File: config.mk
export PLATFORM = sky130hd
export DESIGN_NAME = leaky_relu_grad
export DESIGN_NICKNAME = d
export VERILOG_FILES = /design/src/rtl/leaky_relu_grad.sv
export SDC_FILE = /design/constraint.sdc
export NUM_CORES = 1
export LEC_CHECK = 0
export ABC_AREA = 1
export CORE_ASPECT_RATIO = 0.6
export CORE_UTILIZATION = 52
export DETAILED_ROUTE_END_ITERATION = 16
export PLACE_DENSITY = 0.8
export SLEW_MARGIN = 10
export SYNTH_ARGS = -nofsm -noshare
export SYNTH_HDL_FRONTEND = slang
export SYNTH_SLANG_ARGS = --single-unit
File: constraint.sdc
create_clock -name clk -period 2.3 [get_ports clk]
set_input_delay 0.23 -clock clk [delete_from_list [all_inputs] [get_ports clk]]
set_output_delay 0.23 -clock clk [all_outputs]
set_load 0.01 [all_outputs]
File: src/rtl/leaky_relu_grad.sv
// Leaky-ReLU backward pass: pairs each upstream gradient with the forward-pass
// sign mask held in a FIFO and scales negative-side gradients by 2^-SHIFT.
module leaky_relu_grad #(
    parameter int DATA_WIDTH = 16,
    parameter int SHIFT      = 7,
    parameter int MASK_DEPTH = 16   // power of 2, at least 2
) (
    input  logic                          clk,
    input  logic                          rst_n,
    input  logic                          flush,

    input  logic                          mask_valid,
    input  logic                          mask_in,
    output logic                          mask_ready,

    input  logic                          grad_valid,
    input  logic signed [DATA_WIDTH-1:0]  grad_in,
    output logic                          grad_ready,

    output logic                          out_valid,
    output logic signed [DATA_WIDTH-1:0]  out_data,
    input  logic                          out_ready,

    output logic [$clog2(MASK_DEPTH):0]   mask_count
);

    localparam int AW = $clog2(MASK_DEPTH);
    localparam int CW = AW + 1;
    localparam logic [CW-1:0] DEPTH_C = CW'(MASK_DEPTH);

    logic [MASK_DEPTH-1:0]        mask_mem;
    logic [AW-1:0]                wr_ptr;
    logic [AW-1:0]                rd_ptr;
    logic                         push;
    logic                         pop;
    logic                         cur_mask;
    logic signed [DATA_WIDTH-1:0] result;

    // Handshakes depend only on registered state and out_ready.
    always_comb begin
        mask_ready = (mask_count < DEPTH_C);
        grad_ready = (mask_count != '0) && (!out_valid || out_ready);
    end

    always_comb begin
        push     = mask_valid && mask_ready;
        pop      = grad_valid && grad_ready;
        cur_mask = mask_mem[rd_ptr];
        result   = cur_mask ? (grad_in >>> SHIFT) : grad_in;
    end

    // Mask storage is not reset; occupancy tracking alone guards validity.
    always_ff @(posedge clk) begin
        if (push && !flush) begin
            mask_mem[wr_ptr] <= mask_in;
        end
    end

    always_ff @(posedge clk or negedge rst_n) begin
        if (!rst_n) begin
            wr_ptr     <= '0;
            rd_ptr     <= '0;
            mask_count <= '0;
        end else if (flush) begin
            wr_ptr     <= '0;
            rd_ptr     <= '0;
            mask_count <= '0;
        end else begin
            if (push) begin
                wr_ptr <= wr_ptr + AW'(1);
            end
            if (pop) begin
                rd_ptr <= rd_ptr + AW'(1);
            end
            case ({push, pop})
                2'b10:   mask_count <= mask_count + CW'(1);
                2'b01:   mask_count <= mask_count - CW'(1);
                default: mask_count <= mask_count;
            endcase
        end
    end

    always_ff @(posedge clk or negedge rst_n) begin
        if (!rst_n) begin
            out_valid <= 1'b0;
            out_data  <= '0;
        end else if (flush) begin
            out_valid <= 1'b0;
        end else if (pop) begin
            out_valid <= 1'b1;
            out_data  <= result;
        end else if (out_ready) begin
            out_valid <= 1'b0;
        end
    end

endmodule

Figure 1. Signal wires on met1 (run 1).
Bar = 20 um. Supply wires on this layer in grey.
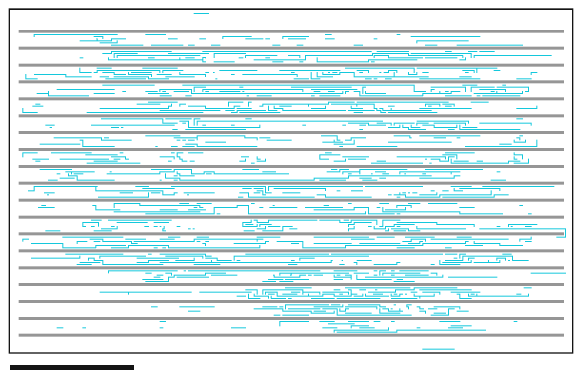
main direction = horizontal
longest straight run = 37.3 um
share of all routed wire = 51%

Figure 2. Met2 routing (run 1).
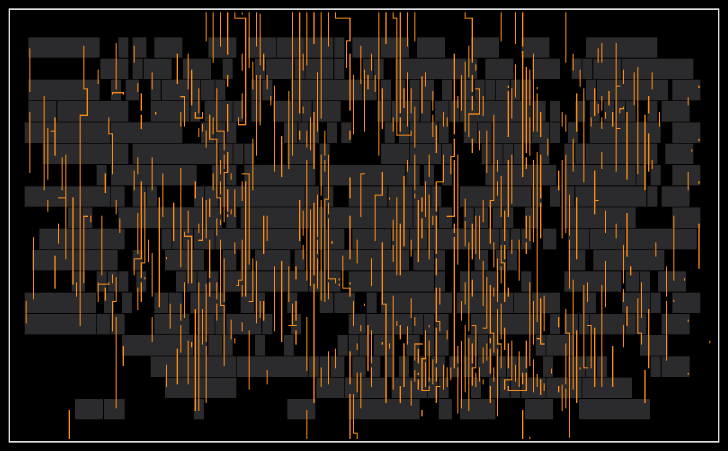
share of all routed wire = 39%
longest straight run = 26.9 um
nets with wire on the layer = 294
wire length on this layer = 2250 um
main direction = vertical

==> run summary, run 1 <==
Status: completed
Seq_cells: 46
XOR Share, Synth: 0.3582%
Startpoint Class: register
Synthesis-to-finish area growth: 25.38%
Critical R2R Launch: rd_ptr[0]$_DFFE_PN0P_
Htree depth: 2
Comb gate area: 1032 um2
Register area: 1231 um2
Multi-input gates: 203
Worst-path clk slew: 0.09 ns
Post-synthesis simple-gate area fraction: 28.05%
RSZ-0062 raised after global routing: false
Routability cong.: 0.8746
Worst min path class: input pin to async pin
Total die area: 4989 um2
Commonest flop: dfrtp_1
Synthesized Nets: 320
Yosys top cell area share: 30.71%
Cell type with the largest total area after synthesis: dfrtp_1
Setup-failing EPs final: 0
Setup slack at placement: 0.1404 ns
Combinational share of power: 45.4%
Wirelength, routed: 5742 um
Post-cts sizing count: 0
WP depth: 9
Syn Inst Count: 290
GRT Max-Usage Layer: met1
Worst clock skew: 0.01153 ns
Register-to-Register Path Depth: 9
HPWL Detailed: 4374 um
Aoi share: 10.24%
Peak VDD IR: 0.0007115 V
Sink Count: 46
Crit path capture type: register
Clk tree area frac: 3.592%
Hold_ws: 0.3165 ns
Initial antenna violation count: 0
Met1 usage: 36.96%
Met3 GRT Util: 6.831%
Worst Setup SP: rd_ptr[0]$_DFFE_PN0P_
Clock buffer depth: 2
Vias: 2102
Synth async-reset ratio: 65.22%
Largest regs: mask_mem: 16 flops, out_data: 16 flops, mask_count: 5 flops
Buffering overhead: 15.76%
Top logic family: simple AND/OR/NAND/NOR gates
Register share of total power: 36.4%
Post-CTS Setup Bufs: 0
Met3 routed wirelength: 517 um
Yosys warns: 0
Clkbuf count: 6
Insertion Delay late pin: 0.30 ns
Total grt overflow: 0
Synth cell types: 33
Invs w/o clock: 35
Max Used Layer: met4
Synth top area cells: dfrtp_1 31%, edfxtp_1 20%, nand2_1 14%
Relative slew slack: 69.37%
Pin count of the biggest net entering global routing: 31
Bufs and invs on worst path: 1
Worst-margin pin slew: 0.4580 ns
NetSw: 1.291 mW
DR iter-0 viols: 135
Count leader, synth: nand2_1
Std cell rows: 18
Commonest Layout Cell: nand2_1
Final Hold Violation Tally: 0
Crit path DRT: 2.50 ns
Cell total in the yosys stat output: 290
Stage-log warning count: 29
Post-detailed-route count of antenna-violating nets: 0
Global-route usage over all layers: 24.59%
Worst R2R End: out_data[10]$_DFFE_PN0P_
Placed Cells: 393
Leak Pwr: 1.383 nW
Clock Power Share: 18.1%
Slowest cell on crit path: dfrtp_1
ANT cells: 0
Delay of the slowest cell on the worst path: 0.63 ns
Period minus WS final: 2.107 ns
Clk pwr: 600 uW
Syn Area/Cell: 8.430 um2
Max_cap viols: 0
Routed wl met2: 2245 um
Reg-to-reg setup timing slack: 0.19 ns
Data arrival time of the critical path: 2.31 ns
CTS Hold Bufs: 0
Fraction of area in registers: 40.16%
Number of global-route vias before repair: 1823
Flip-flops with a built-in enable: 16
Die Wd: 90.52 um
Top logic cells by instance count in the layout: 91 x nand2_1, 46 x clkdlybuf4s50_1, 30 x inv_1, 30 x dfrtp_1, 27 x nor2_1
Internal Power: 2.020 mW
CTS buffer count: 5
Post-layout period usage: 91.63%
Maximum fanout along the worst path: 23
Figure 3. Signal wires on met3 (run 1).
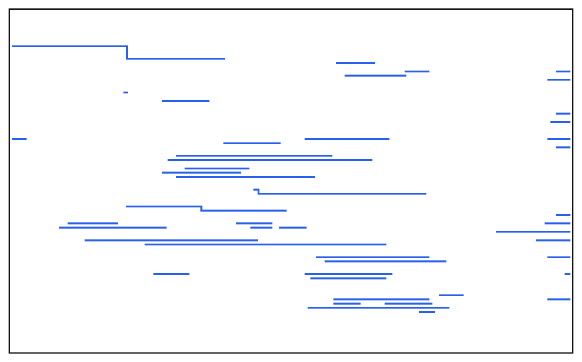
main direction = horizontal
longest straight run = 38.6 um
nets with wire on the layer = 43

==> run 1 -> run 2 <==
--- a/config.mk
+++ b/config.mk
@@ -6,11 +6,12 @@
 export NUM_CORES = 1
 export LEC_CHECK = 0
 export ABC_AREA = 1
+export CAP_MARGIN = 20
 export CORE_ASPECT_RATIO = 0.6
 export CORE_UTILIZATION = 52
 export DETAILED_ROUTE_END_ITERATION = 16
 export PLACE_DENSITY = 0.8
-export SLEW_MARGIN = 10
+export SLEW_MARGIN = 0
 export SYNTH_ARGS = -nofsm -noshare
 export SYNTH_HDL_FRONTEND = slang
 export SYNTH_SLANG_ARGS = --single-unit
Figure 4. Signal wires on met3 (run 2).
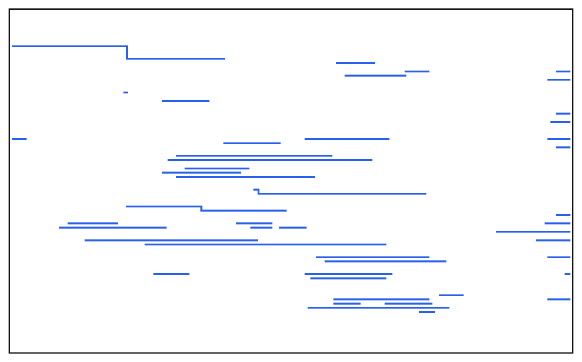
longest straight run = 38.6 um
wire length on this layer = 518 um
main direction = horizontal
nets with wire on the layer = 43

==> run 2 against run 1 <==
  * Clock skew unchanged
  * Total power unchanged
  * Final cell count unchanged
  * Sequential share of layout area unchanged
  * Synthesized area unchanged
  * Via count unchanged
  * Synthesized cell count unchanged
  * Design area unchanged
  * First-iteration DRC count unchanged
  * Critical endpoint unchanged
  * Highest routed layer unchanged
==> run summary, run 2 <==
Status: completed (unchanged)
Register area: 1231 um2 (unchanged)
Seq share, synth: 50.36% (unchanged)
Largest regs: mask_mem: 16 flops, out_data: 16 flops, mask_count: 5 flops (unchanged)
Crit path max-delay family: AND-OR/OR-AND gates (unchanged)
Register share of total power: 36.4% (about the same)
Synth top area cells: dfrtp_1 31%, edfxtp_1 20%, nand2_1 14% (unchanged)
Clock root cell: clkbuf_8 (unchanged)
XOR Share, Synth: 0.3582% (unchanged)
Internal Power: 2.020 mW (unchanged)
Fraction of area in registers: 40.16% (unchanged)
Setup slack at placement: 0.1404 ns (unchanged)
CTS Hold Bufs: 0 (unchanged)
Stage-log warning count: 29 (unchanged)
Layout cell share with drive strength beyond 1: 8.798% (unchanged)
Routed wl met2: 2245 um (unchanged)
Relative slew slack: 69.37% (unchanged)
Final Non-Filler Cells: 401 (unchanged)
Hold_ws: 0.3165 ns (unchanged)
Syn Inst Count: 290 (unchanged)
CTS tree: yes (unchanged)
IO Pins: 47 (unchanged)
Vias: 2102 (unchanged)
Max_cap viols: 0 (unchanged)
Met3 GRT Util: 6.831% (unchanged)
Core box area: 4302 um2 (unchanged)
Clock buffer depth: 2 (unchanged)
Yosys warns: 0 (unchanged)
Period minus WS final: 2.107 ns (unchanged)
Cell total in the yosys stat output: 290 (unchanged)
Worst-margin pin slew: 0.4580 ns (unchanged)
DRC: 0 (unchanged)
Aoi share: 10.24% (unchanged)
Post-cts sizing count: 0 (unchanged)
Syn Area/Cell: 8.430 um2 (unchanged)
Max Used Layer: met4 (unchanged)
Slowest cell on crit path: dfrtp_1 (unchanged)
Top logic cells by instance count in the layout: 91 x nand2_1, 46 x clkdlybuf4s50_1, 30 x inv_1, 30 x dfrtp_1, 27 x nor2_1 (unchanged)
Std cell rows: 18 (unchanged)
Leak Pwr: 1.383 nW (unchanged)
Maximum fanout along the worst path: 23 (unchanged)
Adder Area Share: 3.582% (unchanged)
Setup-failing EPs final: 0 (unchanged)
Post-detailed-route count of antenna-violating nets: 0 (unchanged)
Data arrival time of the critical path: 2.31 ns (about the same)
Nets: 370 (unchanged)
Insertion Delay late pin: 0.30 ns (about the same)
Reg-to-reg setup timing slack: 0.19 ns (about the same)
WP depth: 9 (unchanged)
Htree depth: 2 (unchanged)
HPWL Detailed: 4374 um (unchanged)
Routability cong.: 0.8746 (unchanged)
Mux share: 0% (unchanged)
Crit path DRT: 2.50 ns (about the same)
Critical R2R Launch: rd_ptr[0]$_DFFE_PN0P_ (unchanged)
Placed Cells: 393 (unchanged)
Count leader, synth: nand2_1 (unchanged)
Top logic family: simple AND/OR/NAND/NOR gates (unchanged)
Register bit total from synthesis: 46 (unchanged)
Commonest flop: dfrtp_1 (unchanged)
Most frequent cells after synthesis: 91 x nand2_1, 30 x dfrtp_1, 30 x inv_1 (unchanged)
Seq group: 1.21 mW (about the same)
RSZ-0062 raised after global routing: false (unchanged)
Met3 routed wirelength: 517 um (unchanged)
Invs w/o clock: 35 (unchanged)
CTS buffer count: 5 (unchanged)
Worst min path class: input pin to async pin (unchanged)
Clk pwr: 600 uW (about the same)
Register-to-Register Path Depth: 9 (unchanged)
Number of global-route vias before repair: 1823 (unchanged)
Comb group: 1.51 mW (about the same)
Wirelength, routed: 5742 um (unchanged)
Sink Count: 46 (unchanged)
Worst-path clk slew: 0.09 ns (about the same)
Flip-flops with a built-in enable: 16 (unchanged)
Synthesis-to-finish area growth: 25.38% (unchanged)
Cell type with the largest total area after synthesis: dfrtp_1 (unchanged)
Pin count of the biggest net entering global routing: 31 (unchanged)
Comb gate area: 1032 um2 (unchanged)
Yosys top cell area share: 30.71% (unchanged)
Delay of the slowest cell on the worst path: 0.63 ns (about the same)
Bufs and invs on worst path: 1 (unchanged)
Final Hold Violation Tally: 0 (unchanged)
DR vias/cell: 5.242 (unchanged)
Startpoint Class: register (unchanged)
Largest power group: combinational logic (unchanged)
Worst clock skew: 0.01153 ns (unchanged)
Crit path capture type: register (unchanged)
Clkbuf count: 6 (unchanged)
Synthesized Nets: 320 (unchanged)
DR iter-0 viols: 135 (unchanged)
Worst R2R End: out_data[10]$_DFFE_PN0P_ (unchanged)
Total grt overflow: 0 (unchanged)
Initial antenna violation count: 0 (unchanged)
Commonest Layout Cell: nand2_1 (unchanged)
Fp util: 56.84% (unchanged)
Synth async-reset ratio: 65.22% (unchanged)
Worst Setup SP: rd_ptr[0]$_DFFE_PN0P_ (unchanged)
Clk tree area frac: 3.592% (unchanged)
Post-layout period usage: 91.63% (unchanged)
Die Wd: 90.52 um (unchanged)
ANT cells: 0 (unchanged)
DRT Pass-1 Iters: 5 (unchanged)
Clock Power Share: 18.1% (about the same)
GRT met2 Usage: 35.10% (unchanged)
Post-CTS Setup Bufs: 0 (unchanged)
Cells along the critical path: inv_2 > o21ai_0 > o22ai_1 > o21ai_2 > nand2_4 > nand2_2 > o21ai_1 > nand2_1 > nand2_1 (unchanged)
Total die area: 4989 um2 (unchanged)
Synth cell types: 33 (unchanged)
Seq_cells: 46 (unchanged)
NetSw: 1.291 mW (unchanged)
Peak VDD IR: 0.0007115 V (unchanged)
Multi-input gates: 203 (unchanged)
Buffering overhead: 15.76% (unchanged)
Combinational share of power: 45.4% (about the same)
Post-synthesis simple-gate area fraction: 28.05% (unchanged)
Figure 5. Track usage over the die (run 2).
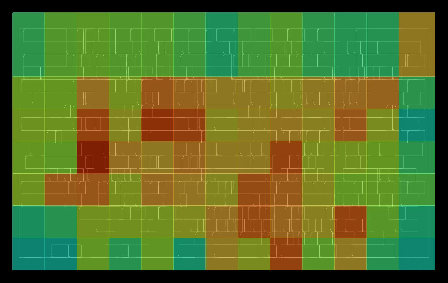
Wirelength per Cell: 14.32 um
met1 usage: 36.96%
GRT Max-Usage Layer: met1
global-route usage over all layers: 24.59%
final core utilization: 71.26%

==> run 2 -> run 3 <==
--- a/config.mk
+++ b/config.mk
@@ -10,7 +10,7 @@
 export CORE_ASPECT_RATIO = 0.6
 export CORE_UTILIZATION = 52
 export DETAILED_ROUTE_END_ITERATION = 16
-export PLACE_DENSITY = 0.8
+export PLACE_DENSITY = 0.89
 export SLEW_MARGIN = 0
 export SYNTH_ARGS = -nofsm -noshare
 export SYNTH_HDL_FRONTEND = slang
Figure 6. Met2 routing (run 3).
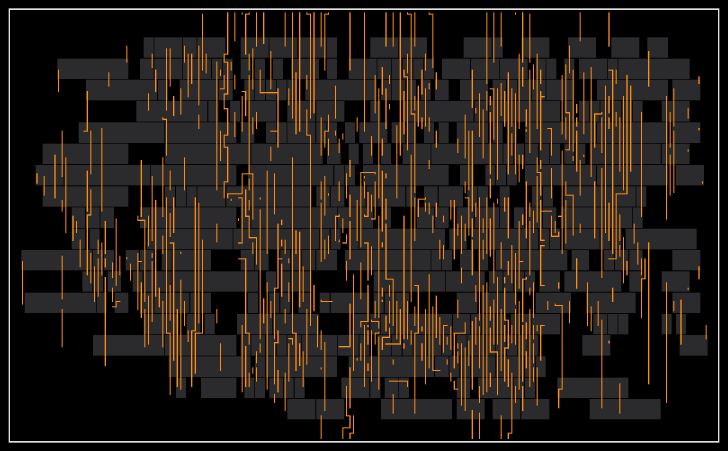
nets with wire on the layer = 292
wire length on this layer = 2500 um

==> run 3 against run 2 <==
  * Total power about the same
  * Critical path depth rose by 5
  * Register-to-register slack improved by 0.09 ns
==> run summary, run 3 <==
Crit path DRT: 2.50 ns (about the same)
Clkbuf count: 6 (unchanged)
Final Non-Filler Cells: 401 (unchanged)
Routability cong.: 0.9675 (was 0.8746)
Flip-flops with a built-in enable: 16 (unchanged)
Status: completed (unchanged)
Relative slew slack: 68.69% (was 69.37%)
Worst Setup SP: mask_count[4]$_DFFE_PN0P_ (was rd_ptr[0]$_DFFE_PN0P_)
Combinational share of power: 45.3% (was 45.4%)
Fraction of area in registers: 40.16% (unchanged)
Total grt overflow: 0 (unchanged)
Seq share, synth: 50.36% (unchanged)
Critical R2R Launch: mask_count[4]$_DFFE_PN0P_ (was rd_ptr[0]$_DFFE_PN0P_)
Seq_cells: 46 (unchanged)
XOR Share, Synth: 0.3582% (unchanged)
Post-synthesis simple-gate area fraction: 28.05% (unchanged)
Commonest Layout Cell: nand2_1 (unchanged)
Startpoint Class: register (unchanged)
Setup slack at placement: 0.1251 ns (was 0.1404 ns)
Setup-failing EPs final: 0 (unchanged)
Worst clock skew: 0.005957 ns (was 0.01153 ns)
Pin count of the biggest net entering global routing: 31 (unchanged)
Total die area: 4989 um2 (unchanged)
Clock Power Share: 18.0% (was 18.1%)
Worst R2R End: mask_count[4]$_DFFE_PN0P_ (was out_data[10]$_DFFE_PN0P_)
Post-layout period usage: 87.74% (was 91.63%)
Initial antenna violation count: 0 (unchanged)
Cell total in the yosys stat output: 290 (unchanged)
Syn Area/Cell: 8.430 um2 (unchanged)
Synthesis-to-finish area growth: 25.38% (unchanged)
Register share of total power: 36.7% (was 36.4%)
DR iter-0 viols: 219 (was 135)
Met3 GRT Util: 6.421% (was 6.831%)
Yosys top cell area share: 30.71% (unchanged)
Synth async-reset ratio: 65.22% (unchanged)
Final Hold Violation Tally: 0 (unchanged)
DR vias/cell: 5.279 (was 5.242)
Max_cap viols: 0 (unchanged)
Placed Cells: 393 (unchanged)
Peak VDD IR: 0.0005019 V (was 0.0007115 V)
IO Pins: 47 (unchanged)
Routed wl met2: 2496 um (was 2245 um)
Crit path max-delay family: simple AND/OR/NAND/NOR gates (was AND-OR/OR-AND gates)
Maximum fanout along the worst path: 6 (was 23)
Most frequent cells after synthesis: 91 x nand2_1, 30 x dfrtp_1, 30 x inv_1 (unchanged)
Std cell rows: 18 (unchanged)
HPWL Detailed: 4361 um (was 4374 um)
RSZ-0062 raised after global routing: false (unchanged)
Aoi share: 10.24% (unchanged)
Mux share: 0% (unchanged)
Clk pwr: 596 uW (was 600 uW)
ANT cells: 0 (unchanged)
Crit path capture type: register (unchanged)
Register-to-Register Path Depth: 14 (was 9)
Synthesized Nets: 320 (unchanged)
Commonest flop: dfrtp_1 (unchanged)
Bufs and invs on worst path: 3 (was 1)
Final core utilization: 71.26% (unchanged)
Cells along the critical path: inv_1 > nand2_1 > nand4_2 > nand2_1 > inv_1 > nor2_1 > ha_1 > inv_1 > nand2_1 > nand3_1 > nand2_1 > nand2_1 > nand3_1 > nand2_1 (was inv_2 > o21ai_0 > o22ai_1 > o21ai_2 > nand2_4 > nand2_2 > o21ai_1 > nand2_1 > nand2_1)
Number of global-route vias before repair: 1878 (was 1823)
Insertion Delay late pin: 0.30 ns (about the same)
GRT Max-Usage Layer: met1 (unchanged)
CTS tree: yes (unchanged)
Yosys warns: 0 (unchanged)
Worst-margin pin slew: 0.4682 ns (was 0.4580 ns)
CTS buffer count: 5 (unchanged)
Multi-input gates: 203 (unchanged)
Worst min path class: input pin to async pin (unchanged)
Largest regs: mask_mem: 16 flops, out_data: 16 flops, mask_count: 5 flops (unchanged)
Stage-log warning count: 29 (unchanged)
Top logic family: simple AND/OR/NAND/NOR gates (unchanged)
Htree depth: 2 (unchanged)
Slowest cell on crit path: dfrtp_1 (unchanged)
Layout cell share with drive strength beyond 1: 8.798% (unchanged)
Count leader, synth: nand2_1 (unchanged)
Comb gate area: 1032 um2 (unchanged)
Largest power group: combinational logic (unchanged)
WP depth: 14 (was 9)
Data arrival time of the critical path: 2.22 ns (was 2.31 ns)
Max Used Layer: met4 (unchanged)
NetSw: 1.287 mW (was 1.291 mW)
Register bit total from synthesis: 46 (unchanged)
Hold_ws: 0.3157 ns (was 0.3165 ns)
Synth cell types: 33 (unchanged)
DRT Pass-1 Iters: 5 (unchanged)
Reg-to-reg setup timing slack: 0.28 ns (was 0.19 ns)
Worst-path clk slew: 0.09 ns (about the same)
CTS Hold Bufs: 0 (unchanged)
Clock buffer depth: 2 (unchanged)
Post-detailed-route count of antenna-violating nets: 0 (unchanged)
Clock root cell: clkbuf_8 (unchanged)
Cell type with the largest total area after synthesis: dfrtp_1 (unchanged)
Register area: 1231 um2 (unchanged)
Buffering overhead: 15.76% (unchanged)
Die Wd: 90.52 um (unchanged)
Core box area: 4302 um2 (unchanged)
Worst Setup EP: mask_count[4]$_DFFE_PN0P_ (was out_data[10]$_DFFE_PN0P_)
Internal Power: 2.022 mW (was 2.020 mW)
Period minus WS final: 2.018 ns (was 2.107 ns)
Wirelength per Cell: 14.63 um (was 14.32 um)
Fillers: 312 (was 336)
Setup ws final: 0.2820 ns (was 0.1926 ns)
Invs w/o clock: 35 (unchanged)
GRT met2 Usage: 36.62% (was 35.10%)
Post-CTS Setup Bufs: 0 (unchanged)
Fp util: 56.84% (unchanged)
Synth top area cells: dfrtp_1 31%, edfxtp_1 20%, nand2_1 14% (unchanged)
Syn Inst Count: 290 (unchanged)
Adder Area Share: 3.582% (unchanged)
Top logic cells by instance count in the layout: 91 x nand2_1, 46 x clkdlybuf4s50_1, 30 x inv_1, 30 x dfrtp_1, 27 x nor2_1 (unchanged)
DRC: 0 (unchanged)
Leak Pwr: 1.383 nW (unchanged)
Clk tree area frac: 3.592% (unchanged)
Sink Count: 46 (unchanged)
Seq group: 1.21 mW (about the same)
Yosys chip area: 2445 um2 (unchanged)
Comb group: 1.50 mW (was 1.51 mW)
Met3 routed wirelength: 503 um (was 517 um)
Global-route usage over all layers: 25.63% (was 24.59%)
Figure 7. Signal wires on met1 (run 3).
Bar = 20 um. Supply wires on this layer in grey.
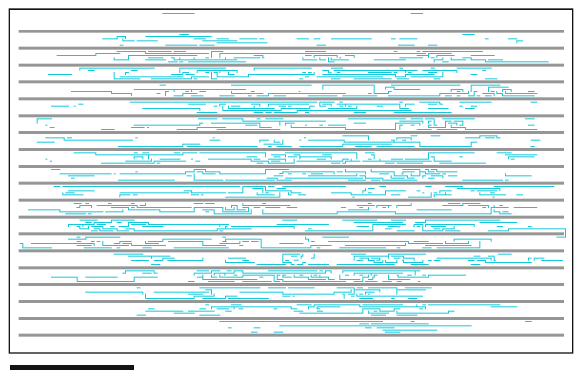
share of all routed wire = 48%
wire length on this layer = 2820 um
main direction = horizontal
longest straight run = 33.1 um
nets with wire on the layer = 340
Vias: 2117
wirelength, routed: 5866 um
met1 usage: 37.99%

Power figures rest on the tool's default switching activity, not on a simulated workload.
